`config.mk`:
```
export PLATFORM = sky130hd
export DESIGN_NAME = alpharetz_spi_ctrl_mm
export DESIGN_NICKNAME = d
export VERILOG_FILES = /design/src/rtl/alpharetz_spi_ctrl_mm.sv
export SDC_FILE = /design/constraint.sdc
export NUM_CORES = 1
export LEC_CHECK = 0
export CORE_MARGIN = 2
export CORE_UTILIZATION = 56
export CTS_BUF_LIST = sky130_fd_sc_hd__clkbuf_8
export DETAILED_ROUTE_END_ITERATION = 16
export PLACE_DENSITY = 0.82
export SETUP_SLACK_MARGIN = 0.1
export SYNTH_ARGS = -nofsm -noshare
export SYNTH_HDL_FRONTEND = slang
export SYNTH_SLANG_ARGS = --single-unit
```
`constraint.sdc`:
```
create_clock -name sys_clk -period 2.2 [get_ports sys_clk]
set_clock_uncertainty 0.05 [all_clocks]
set_input_delay 0.55 -clock sys_clk [delete_from_list [all_inputs] [get_ports sys_clk]]
set_output_delay 0.55 -clock sys_clk [all_outputs]
set_load 0.005 [all_outputs]
```
`src/rtl/alpharetz_spi_ctrl_mm.sv`:
```
// Multi-mode SPI master: per-transaction CPOL/CPHA, runtime divider, full-duplex
// capture, one active-low select per peripheral and an address-error pulse.
module alpharetz_spi_ctrl_mm #(
  parameter int DATA_WIDTH   = 8,
  parameter int PERI_CNT     = 4,
  parameter int P_ADDR_WIDTH = 2,
  parameter int DIV_WIDTH    = 8
) (
  input  logic                    sys_clk,
  input  logic                    sync_rst,
  input  logic                    sys_clk_en,
  input  logic                    start_txn,
  input  logic                    cpol,
  input  logic                    cpha,
  input  logic [DIV_WIDTH-1:0]    clk_div,
  input  logic [DATA_WIDTH-1:0]   tx_data,
  input  logic [P_ADDR_WIDTH-1:0] p_addr,
  input  logic                    cipo,
  output logic                    copi,
  output logic                    p_clk,
  output logic [PERI_CNT-1:0]     p_sel_n,
  output logic                    busy,
  output logic                    end_txn,
  output logic [DATA_WIDTH-1:0]   rx_data,
  output logic                    addr_err
);

  localparam int EDGE_W = $clog2(2 * DATA_WIDTH + 1);
  localparam logic [EDGE_W-1:0] LAST_EDGE = EDGE_W'(2 * DATA_WIDTH);

  typedef enum logic [1:0] {
    ST_IDLE  = 2'd0,
    ST_LEAD  = 2'd1,
    ST_SHIFT = 2'd2,
    ST_TRAIL = 2'd3
  } state_t;

  state_t                  state_r;
  logic                    cpol_r;
  logic                    cpha_r;
  logic [DIV_WIDTH-1:0]    div_r;
  logic [DIV_WIDTH-1:0]    div_cnt_r;
  logic [EDGE_W-1:0]       edge_cnt_r;
  logic [DATA_WIDTH-1:0]   tx_sh_r;
  logic [DATA_WIDTH-1:0]   rx_sh_r;

  logic tick_s;
  logic addr_ok_s;
  logic lead_s;
  logic sample_s;
  logic last_s;
  logic drive_s;

  // Active-low one-hot decode of a peripheral index.
  function automatic logic [PERI_CNT-1:0] sel_decode(input logic [P_ADDR_WIDTH-1:0] a);
    logic [PERI_CNT-1:0] sel;
    for (int i = 0; i < PERI_CNT; i++) begin
      sel[i] = (P_ADDR_WIDTH'(i) == a) ? 1'b0 : 1'b1;
    end
    return sel;
  endfunction

  // Half-period expiry, address validity and the role of the next SCLK edge.
  assign tick_s    = (div_cnt_r == div_r);
  assign addr_ok_s = (32'(p_addr) < 32'(PERI_CNT));
  assign lead_s    = ~edge_cnt_r[0];
  assign sample_s  = lead_s ^ cpha_r;
  assign last_s    = (edge_cnt_r == (LAST_EDGE - EDGE_W'(1)));
  assign drive_s   = ~sample_s & ~last_s;

  // Transaction sequencer, divider, shift registers and all registered outputs.
  always_ff @(posedge sys_clk) begin
    if (sync_rst) begin
      state_r    <= ST_IDLE;
      cpol_r     <= 1'b0;
      cpha_r     <= 1'b0;
      div_r      <= '0;
      div_cnt_r  <= '0;
      edge_cnt_r <= '0;
      tx_sh_r    <= '0;
      rx_sh_r    <= '0;
      copi       <= 1'b0;
      p_clk      <= 1'b0;
      p_sel_n    <= '1;
      busy       <= 1'b0;
      end_txn    <= 1'b0;
      rx_data    <= '0;
      addr_err   <= 1'b0;
    end else begin
      // Pulses last exactly one cycle even while the enable is low.
      end_txn  <= 1'b0;
      addr_err <= 1'b0;
      if (sys_clk_en) begin
        case (state_r)
          ST_IDLE: begin
            if (start_txn) begin
              if (addr_ok_s) begin
                state_r    <= ST_LEAD;
                cpol_r     <= cpol;
                cpha_r     <= cpha;
                div_r      <= clk_div;
                div_cnt_r  <= '0;
                edge_cnt_r <= '0;
                rx_sh_r    <= '0;
                p_clk      <= cpol;
                p_sel_n    <= sel_decode(p_addr);
                busy       <= 1'b1;
                if (!cpha) begin
                  // CPHA=0 presents the MSB before the first edge.
                  copi    <= tx_data[DATA_WIDTH-1];
                  tx_sh_r <= {tx_data[DATA_WIDTH-2:0], 1'b0};
                end else begin
                  tx_sh_r <= tx_data;
                end
              end else begin
                addr_err <= 1'b1;
              end
            end
          end
          ST_LEAD, ST_SHIFT: begin
            if (tick_s) begin
              div_cnt_r  <= '0;
              edge_cnt_r <= edge_cnt_r + EDGE_W'(1);
              p_clk      <= ~p_clk;
              if (sample_s) begin
                rx_sh_r <= {rx_sh_r[DATA_WIDTH-2:0], cipo};
              end
              if (drive_s) begin
                copi    <= tx_sh_r[DATA_WIDTH-1];
                tx_sh_r <= {tx_sh_r[DATA_WIDTH-2:0], 1'b0};
              end
              state_r <= last_s ? ST_TRAIL : ST_SHIFT;
            end else begin
              div_cnt_r <= div_cnt_r + DIV_WIDTH'(1);
            end
          end
          ST_TRAIL: begin
            if (tick_s) begin
              state_r   <= ST_IDLE;
              div_cnt_r <= '0;
              p_clk     <= cpol_r;
              p_sel_n   <= '1;
              busy      <= 1'b0;
              end_txn   <= 1'b1;
              rx_data   <= rx_sh_r;
            end else begin
              div_cnt_r <= div_cnt_r + DIV_WIDTH'(1);
            end
          end
          default: begin
            state_r <= ST_IDLE;
            p_sel_n <= '1;
            busy    <= 1'b0;
          end
        endcase
      end
    end
  end

endmodule
```
==> images/registers.png <==
The bar under the picture is 20 um long.
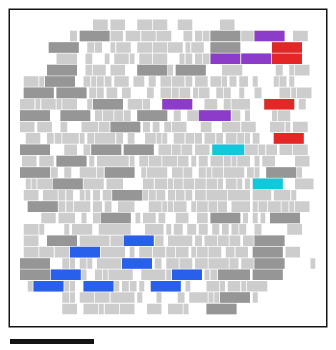
legend:
  cyan:
    name_in_the_netlist: state_r
    placed_flops: 2
  red:
    name_in_the_netlist: p_sel_n
    placed_flops: 4
    where: upper right
  purple:
    name_in_the_netlist: edge_cnt_r
    placed_flops: 5
  blue:
    name_in_the_netlist: div_r
    placed_flops: 8
not coloured: 38
sequential power: 1.12 mW
Final Core Density: 0.745
Sequential Area: 1140 um^2
Seq area share: 0.307

==> images/cell_classes.png <==
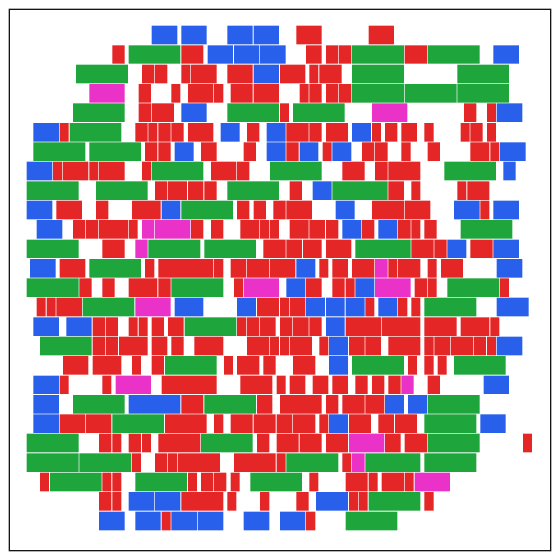
legend:
  green:
    class: flip-flops
    cells: 57
  red:
    class: all other logic
    cells: 266
  magenta:
    class: clock drivers and dummy loads
    cells: 14
  blue:
    class: other buffers and delay cells
    cells: 69

==> images/final_clocks.png <==
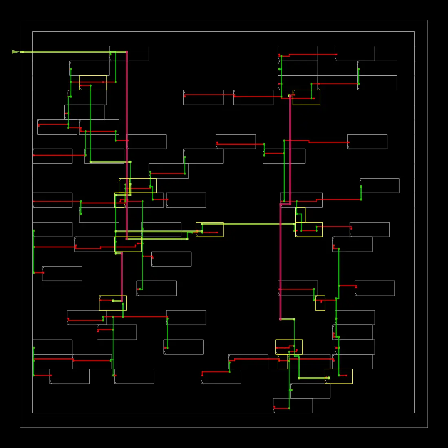
clk sinks: 57
Clock Buffer Count: 9
Clock group: 0.771 mW
worst skew pair latency: 330 ps

==> results.py <==
# Metrics from the implementation run
metrics = {
    "run_status": {
        "outcome": "complete, no violations",
    },
    "floorplanning": {
        "row_count": 26,
        "io_pins": 42,
        "die_w_um": 75.6,
        "die_h_um": 75.6,
        "die-area_um2": 5710,
        "initCoreUtil": 0.573,
        "core_area_um2": 5010,
    },
    "synth": {
        "seq_area_frac_synth": 0.398,
        "synth_flops": 57,
        "synth_cell_type_count": 49,
        "syn_area_um2": 2870,
        "synth_chip_area_um2": 2870,
        "edf_count": 0,
        "syn-num-nets": 373,
        "yosysCellCount": 342,
        "syn_area_per_cell_um2": 8.39,
        "yosysWarnings": 0,
        "netlist_instances": 342,
    },
    "cts": {
        "cts_root_buffer": "clkbuf_8",
        "cts_buffers": 9,
        "clk_pin_slew_ps": 60,
        "cts_tree": "built",
    },
    "placement": {
        "globalplace.congestion": 0.896,
        "hpwl_um": 4820,
        "port_buffers": 40,
        "dp.cells": 460,
        "pre_cts_slack_ps": -275,
        "placed_cell_area_um2": 3490,
    },
    "timing": {
        "finalClockPeriodUsage": 0.910,
        "fin_crit_ps": 2000,
        "final_hold_viol_count": 0,
        "rsz0062_at_grt": "false",
        "finalSetupTns_ps": 0,
        "finalSetupViolCount": 0,
    },
    "cells_and_area": {
        "stdcell_count": 476,
        "area_growth_pct": 29.9,
        "fillers": 395,
        "nets": 434,
        "lay_top_count": "dfxtp_1",
        "fin_area_um2": 3730,
        "drive_above_1_share": 0.172,
        "diodes": 0,
        "lay_top_cells": "54 x dfxtp_1, 43 x nand2_1, 37 x clkdlybuf4s50_1",
    },
    "detailed_routing": {
        "post-route-drc-count": 0,
        "drtAntennaViolNets": 0,
        "drt_iter0_drc": 165,
        "drt_wl_total_um": 6990,
        "vias": 2718,
    },
    "worst_setup_path": {
        "critPathKind": "flip-flop to flip-flop",
        "worstSetupStartpointType": "flip-flop",
    },
    "global_route": {
        "gr-total-overflow": 0,
        "antenna_found_initial": 0,
        "grt_pass1_vias": 2480,
        "grt_max_degree": 38,
    },
    "power": {
        "p_per_area_nw_per_um2": 682,
        "cellLeakagePower_nw": 1.38,
        "peakVddDrop_mv": 0.401,
    },
    "run": {
        "tool_warnings": 28,
        "maxCapViolations": 0,
    },
    "worst_hold_path": {
        "hold_path.class": "flip-flop to flip-flop",
    },
}
[logic make-up (layout without fill, tap and decap cells)]
kind of cell,after synthesis,in the layout,synth area share
simple gates,140,140,0.251
other cells,1,1,0.00131
compound gates,71,71,0.153
mux,22,22,0.0793
flops,57,57,0.398
xor+xnor,18,18,0.0549
buf+inv,27,91,0.0366
fa+ha+maj,6,6,0.0262
[flip-flops by register name, indices dropped and copies added, names as in the netlist]
signal      count
state_r         2
busy            1
rx_data         8
copi            1
rx_sh_r         8
edge_cnt_r      5
p_sel_n         4
div_cnt_r       8
div_r           8
tx_sh_r         8
cpol_r          1
end_txn         1
cpha_r          1
p_clk           1
[where the power goes]
| part | total [mW] | leakage, nW | internal (mW) | switching (mW) |
|---|---|---|---|---|
| sequential | 1.12 | 0.463 | 1.08 | 0.0346 |
| combinational | 0.657 | 0.834 | 0.280 | 0.377 |
| clock | 0.771 | 0.0843 | 0.384 | 0.387 |
| total | 2.54 | 1.38 | 1.75 | 0.799 |
[path summary, 6_finish.rpt]
| check | from | end | slack [ps] | cells after the start |
|---|---|---|---|---|
| max | state_r[0]$_SDFFE_PP0P_ | p_clk$_SDFFE_PP0P_ | 200 | 6 |
| min | tx_sh_r[6]$_SDFFE_PP0P_ | tx_sh_r[6]$_SDFFE_PP0P_ | 420 | 2 |
| max reg2reg | state_r[0]$_SDFFE_PP0P_ | p_clk$_SDFFE_PP0P_ | 200 | 6 |
| min reg2reg | tx_sh_r[6]$_SDFFE_PP0P_ | tx_sh_r[6]$_SDFFE_PP0P_ | 420 | 2 |
[critical path: stages, from the launching register on]
cell and delay, ps:
dfxtp_1 340, inv_1 80, ha_2 350, buf_4 280, nor2_1 110, o21ai_0 300, mux2_2 370
[layout make-up]
| class | instances | area, um^2 | share of cell area |
|---|---|---|---|
| inverters | 8 | 30.0 | 0.00805 |
| well taps | 70 | 87.6 | 0.0235 |
| clock buffers | 9 | 124 | 0.0332 |
| repair buffers | 69 | 634 | 0.170 |
| flip-flops and latches | 57 | 1140 | 0.307 |
| multi-input cells | 258 | 1680 | 0.452 |
| clock inverters | 5 | 25.0 | 0.00671 |
[Yosys cell counts (2+ instances only)]
cell type  count  area share
ha_1           6       0.026
xor2_1         7       0.021
nor3b_1        2      0.0052
a31o_2         2      0.0061
a21oi_1       35       0.061
clkbuf_1      18       0.024
inv_1          7      0.0092
mux2i_1       16       0.056
a221oi_1       2      0.0061
o221ai_1       6       0.018
nand2_1       43       0.056
nand3_1       23       0.040
and3_1         5       0.011
mux2_2         6       0.024
nand2b_1       3      0.0065
nor4_1         3      0.0065
nor2_1        31       0.041
nor3_1         6       0.010
a31oi_1        3      0.0065
dfxtp_1       57        0.40
o21ai_0       11       0.019
nor2b_1        3      0.0065
nand4_1        6       0.013
a32oi_1        3      0.0092
and4_1         4       0.012
xnor2_1       11       0.034
[repair_timing]
item                       4_1_cts  5_1_grt
resized                          1       15
setup endpoints to repair        8       26
setup buffers                    1        1
pin swaps                        1        3
[metal layers]
metal,track usage,wire length (um)
met1,0.334,3150
met2,0.413,3380
met3,0.0529,326
met4,0.135,133
met5,0,0
Power and IR drop assume default switching activity.
